==> images/cell_density.png <==
6 x 6 tiles, from white (low) to dark blue (high), 0 to 100% covered.
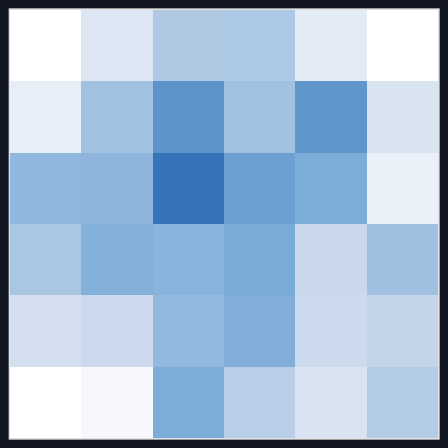
==> images/logic_types.png <==
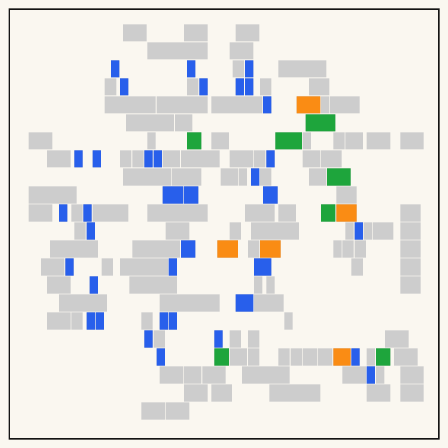
==> images/layer_met2.png <==
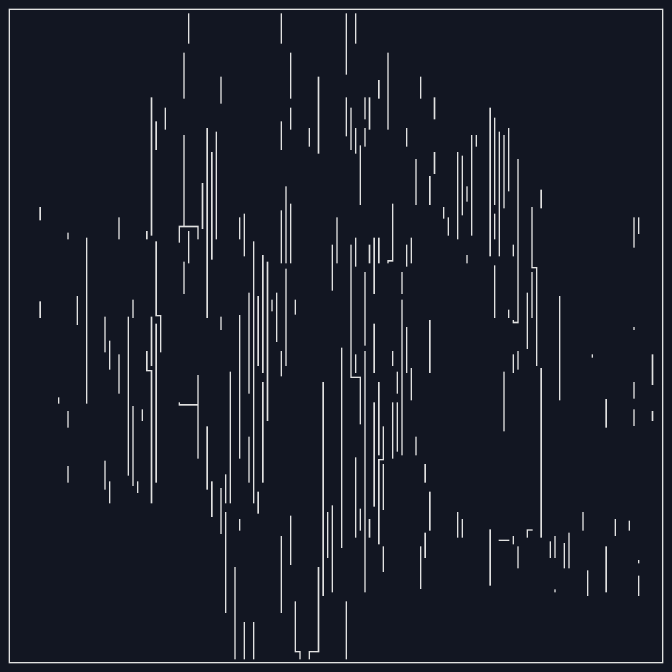
--- config.mk ---
export PLATFORM = sky130hd
export DESIGN_NAME = alu_control_fsm
export DESIGN_NICKNAME = d
export VERILOG_FILES = /design/src/rtl/alu_control_fsm.sv
export SDC_FILE = /design/constraint.sdc
export NUM_CORES = 1
export LEC_CHECK = 0
export CELL_PAD_IN_SITES_DETAIL_PLACEMENT = 0
export CELL_PAD_IN_SITES_GLOBAL_PLACEMENT = 1
export CORE_MARGIN = 2
export CORE_UTILIZATION = 25
export CTS_BUF_LIST = sky130_fd_sc_hd__clkbuf_16
export DETAILED_ROUTE_END_ITERATION = 8
export PLACE_DENSITY_LB_ADDON = 0.1
export SLEW_MARGIN = 20
export SYNTH_ARGS = -nofsm -noshare
export SYNTH_HDL_FRONTEND = slang
export SYNTH_SLANG_ARGS = --single-unit
--- constraint.sdc ---
create_clock -name clk -period 2.3 [get_ports clk]
set_input_delay 0.345 -clock clk [delete_from_list [all_inputs] [get_ports clk]]
set_output_delay 0.345 -clock clk [all_outputs]
set_load 0.02 [all_outputs]
--- src/rtl/alu_control_fsm.sv ---
// alu_control_fsm: multi-cycle control sequencer for a small MIPS subset.
// Accepts one instruction per handshake, decodes opcode/funct and steps it
// through DECODE, EXEC and the memory/write-back/branch states, driving the
// ALU operation select and the datapath strobes around it.
//
// Ports:
//   clk, rst                 clock, synchronous active-high reset
//   instr, instr_valid       instruction word and its valid flag
//   instr_ready              high only while idle
//   zero                     ALU zero flag (from the registered ALU result)
//   ALUOp                    ALU select: 0000 AND, 0001 OR, 0010 ADD, 0011 SUB, 1111 NOP
//   ALUSrc, imm_zext, RegDst operand/immediate/destination selects
//   RegWrite, MemRead, MemWrite, MemtoReg, pc_src   datapath strobes
//   done, illegal            end-of-instruction pulse, unsupported-encoding pulse
module alu_control_fsm (
    input  logic        clk,
    input  logic        rst,
    input  logic [31:0] instr,
    input  logic        instr_valid,
    output logic        instr_ready,
    input  logic        zero,
    output logic [3:0]  ALUOp,
    output logic        ALUSrc,
    output logic        imm_zext,
    output logic        RegDst,
    output logic        RegWrite,
    output logic        MemRead,
    output logic        MemWrite,
    output logic        MemtoReg,
    output logic        pc_src,
    output logic        done,
    output logic        illegal
);

    localparam logic [3:0] ALUOP_AND = 4'b0000;
    localparam logic [3:0] ALUOP_OR  = 4'b0001;
    localparam logic [3:0] ALUOP_ADD = 4'b0010;
    localparam logic [3:0] ALUOP_SUB = 4'b0011;
    localparam logic [3:0] ALUOP_NOP = 4'b1111;

    typedef enum logic [2:0] {
        StIdle, StDecode, StExec, StWb, StMemRd, StMemWb, StMemWr, StBr
    } state_e;

    typedef enum logic [1:0] {KindAlu, KindLoad, KindStore, KindBranch} kind_e;

    state_e     state_q, state_d;
    // Only opcode and funct are kept; the rest of the word is never needed.
    logic [5:0] opcode_q;
    logic [5:0] funct_q;

    logic       dec_legal;
    logic [3:0] dec_op;
    logic       dec_src;
    logic       dec_zext;
    logic       dec_regdst;
    kind_e      dec_kind;

    always_ff @(posedge clk) begin
        if (rst) begin
            state_q  <= StIdle;
            opcode_q <= '0;
            funct_q  <= '0;
        end else begin
            state_q <= state_d;
            if (state_q == StIdle && instr_valid) begin
                opcode_q <= instr[31:26];
                funct_q  <= instr[5:0];
            end
        end
    end

    // Decode works from the captured fields only, so it is stable for the
    // whole instruction and the ALU controls stay constant from EXEC onward.
    always_comb begin
        dec_legal  = 1'b0;
        dec_op     = ALUOP_NOP;
        dec_src    = 1'b0;
        dec_zext   = 1'b0;
        dec_regdst = 1'b0;
        dec_kind   = KindAlu;
        case (opcode_q)
            6'h00: begin
                case (funct_q)
                    6'h20: begin dec_legal = 1'b1; dec_op = ALUOP_ADD; end
                    6'h22: begin dec_legal = 1'b1; dec_op = ALUOP_SUB; end
                    6'h24: begin dec_legal = 1'b1; dec_op = ALUOP_AND; end
                    6'h25: begin dec_legal = 1'b1; dec_op = ALUOP_OR;  end
                    default: ;
                endcase
                dec_regdst = dec_legal;
            end
            6'h08: begin dec_legal = 1'b1; dec_op = ALUOP_ADD; dec_src = 1'b1; end
            6'h0C: begin
                dec_legal = 1'b1; dec_op = ALUOP_AND; dec_src = 1'b1; dec_zext = 1'b1;
            end
            6'h0D: begin
                dec_legal = 1'b1; dec_op = ALUOP_OR; dec_src = 1'b1; dec_zext = 1'b1;
            end
            6'h23: begin
                dec_legal = 1'b1; dec_op = ALUOP_ADD; dec_src = 1'b1; dec_kind = KindLoad;
            end
            6'h2B: begin
                dec_legal = 1'b1; dec_op = ALUOP_ADD; dec_src = 1'b1; dec_kind = KindStore;
            end
            6'h04: begin dec_legal = 1'b1; dec_op = ALUOP_SUB; dec_kind = KindBranch; end
            default: ;
        endcase
    end

    always_comb begin
        state_d     = state_q;
        instr_ready = 1'b0;
        ALUOp       = ALUOP_NOP;
        ALUSrc      = 1'b0;
        imm_zext    = 1'b0;
        RegDst      = 1'b0;
        RegWrite    = 1'b0;
        MemRead     = 1'b0;
        MemWrite    = 1'b0;
        MemtoReg    = 1'b0;
        pc_src      = 1'b0;
        done        = 1'b0;
        illegal     = 1'b0;

        // ALU controls are held from EXEC through the final cycle.
        if (state_q != StIdle && state_q != StDecode) begin
            ALUOp    = dec_op;
            ALUSrc   = dec_src;
            imm_zext = dec_zext;
            RegDst   = dec_regdst;
        end

        unique case (state_q)
            StIdle: begin
                instr_ready = 1'b1;
                if (instr_valid) state_d = StDecode;
            end
            StDecode: begin
                if (dec_legal) begin
                    state_d = StExec;
                end else begin
                    done    = 1'b1;
                    illegal = 1'b1;
                    state_d = StIdle;
                end
            end
            StExec: begin
                unique case (dec_kind)
                    KindAlu:    state_d = StWb;
                    KindLoad:   state_d = StMemRd;
                    KindStore:  state_d = StMemWr;
                    KindBranch: state_d = StBr;
                endcase
            end
            StWb: begin
                RegWrite = 1'b1;
                done     = 1'b1;
                state_d  = StIdle;
            end
            StMemRd: begin
                MemRead = 1'b1;
                state_d = StMemWb;
            end
            StMemWb: begin
                MemRead  = 1'b1;
                MemtoReg = 1'b1;
                RegWrite = 1'b1;
                done     = 1'b1;
                state_d  = StIdle;
            end
            StMemWr: begin
                MemWrite = 1'b1;
                done     = 1'b1;
                state_d  = StIdle;
            end
            StBr: begin
                // zero reflects the ALU result registered at the end of EXEC.
                pc_src  = zero;
                done    = 1'b1;
                state_d = StIdle;
            end
        endcase
    end

endmodule

==> out/qor.csv <==
metric,value,unit
Critical Path AT,1870,ps
outcome,"finished, final reports clean",
io pins,51,
Cell Type Count,36,
crit path from,opcode_q[0],
mean routed wirelength per cell,11.1,um
Iteration-0 DRC Markers,20,
DRT antenna net count,0,
antenna violations before repair,0,
Die Ht,64.7,um
Top delay family on crit path,simple AND/OR/NAND/NOR gates,
Layout Cells excl Fill,204,
final period utilization,0.965,
Log Warnings,47,
WS Path Type,reg2out,
HPWL Detailed,1740,um
# Cells Yosys,125,
Final Hold Viols,0,
flop2flop setup slack,480,ps
"Seq/Total Area, Yosys",0.327,
Commonest flop,dfxtp_1,
first drt pass iteration count,4,
Syn Inst Count,125,
worst reg2reg startpoint,opcode_q[0],
drc violations,0,
Clock H-tree levels,1,
first-pass GRT wire length,3790,um
Crit-path slowest cell,dfxtp_2,
Static Leak,0.507,nW
Area Growth Syn to Fin,49.5,%
total power,0.783,mW
placement row count,22,
crit path cell chain,buf_4 -> nor4_2 -> nand4b_1 -> a211o_1 -> dlygate4sd2_1,
CTS Buf Count,3,
Back to the opening pictures, cell_density.png:
fullest tile: 73%
emptiest ninth of the die: bottom left
nearly empty tiles: 8.3%
mean over tiles: 32%
core area: 0.00361 sq mm
initial core utilization: 0.255
Finished Core Util: 0.381

Back to the opening pictures, logic_types.png:
legend:
  AND-OR and OR-AND gates:
    color: orange
    cells: 5
    most_used: a211o_1
  AND and OR gates:
    color: green
    cells: 7
    most_used: and2_1
  NAND gates:
    color: blue
    cells: 36
    most_used: nand2_1

Back to the opening pictures, layer_met2.png:
share of all routed wire: 44%
wire length on this layer: 998 um
main direction: vertical
nets with wire on the layer: 136
longest straight run: 25.8 um
met2 Use GR: 0.186
via count: 938
WL final: 2260 um

-- cells by family (layout without fill, tap and decap cells) --
group                      Yosys count  in the layout  share of synthesized area
and+or+nand+nor                     62             62                      0.352
AOI/OAI and AO/OA                   31             31                      0.207
DFF                                 15             15                      0.327
buffers and inverters               13             44                     0.0667
adders and majority gates            2              2                     0.0272
xor gates and xnor gates             1              1                    0.00953
muxes                                1              1                     0.0109
-- synth_stat cells (2+ instances only) --
cell type  count
a211o_1        2
a21oi_1       16
and2_1         2
and4b_1        2
buf_4          3
clkbuf_1       6
dfxtp_1       15
ha_1           2
inv_1          3
nand2_1       30
nand3b_1       2
nand4_1        2
nor2_1         8
nor2b_1        2
nor3_1         4
nor3_2         2
o21ai_0        2
o21ai_1        4
-- layer usage --
layer,global-route usage,part of all wire,routed length (um)
met3,0.0191,0.042,94
met5,0,0,0
met2,0.186,0.44,997
met4,0.0798,0.019,44
met1,0.152,0.50,1130
-- worst min-delay path, cell delays in order (launching register included) --
cell and delay, ps:
dfxtp_1 310, nand2_1 50, a21oi_1 50
-- through the flow --
| stage | cell area, sq um | hold WS, ps |
|---|---|---|
| 4_1_cts | 1370 | 466 |
| 2_1_floorplan | 920 | 414 |
| 3_5_place_dp | 1270 | 460 |
| 5_1_grt | 1380 | 476 |
| 6_report | 1380 | 465 |
| 3_3_place_gp | 1270 | 457 |
-- flip-flops by register name (all words and copies together) (netlist names) --
| register | flops |
|---|---|
| funct_q | 6 |
| opcode_q | 6 |
| state_q | 3 |
-- worst min path at each step --
stage | start | endpoint | slack (ps)
after global routing | funct_q[5] | funct_q[5] | 480
after CTS | funct_q[5] | funct_q[5] | 470
after global placement | funct_q[5] | funct_q[5] | 460
after floorplan | rst | funct_q[1] | 410
after detailed placement | funct_q[5] | funct_q[5] | 460
final | funct_q[5] | funct_q[5] | 460
-- area by class of cell --
type,instances,area [sq um]
clock buffer,3,75.1
clock inverter,1,3.75
tap,48,60.1
multi-input combinational,97,576
fill,383,2230
timing repair buffer,37,344
sequential,15,305
inverter,3,11.3
-- power by group --
part | switching (mW) | total (mW) | internal (mW)
Sequential | 0.0212 | 0.299 | 0.278
Clock | 0.102 | 0.332 | 0.230
Combinational | 0.0752 | 0.153 | 0.0773
Total | 0.198 | 0.783 | 0.585
-- timing repair --
action,4_1_cts,5_1_grt
setup buffers,1,0
endpoints found under the hold margin,0,0
gates resized,11,4
hold buffers,0,0
pin swaps,0,0
endpoints found under the setup margin,7,6
No activity file was given, so power comes from the tool's default toggle rates.
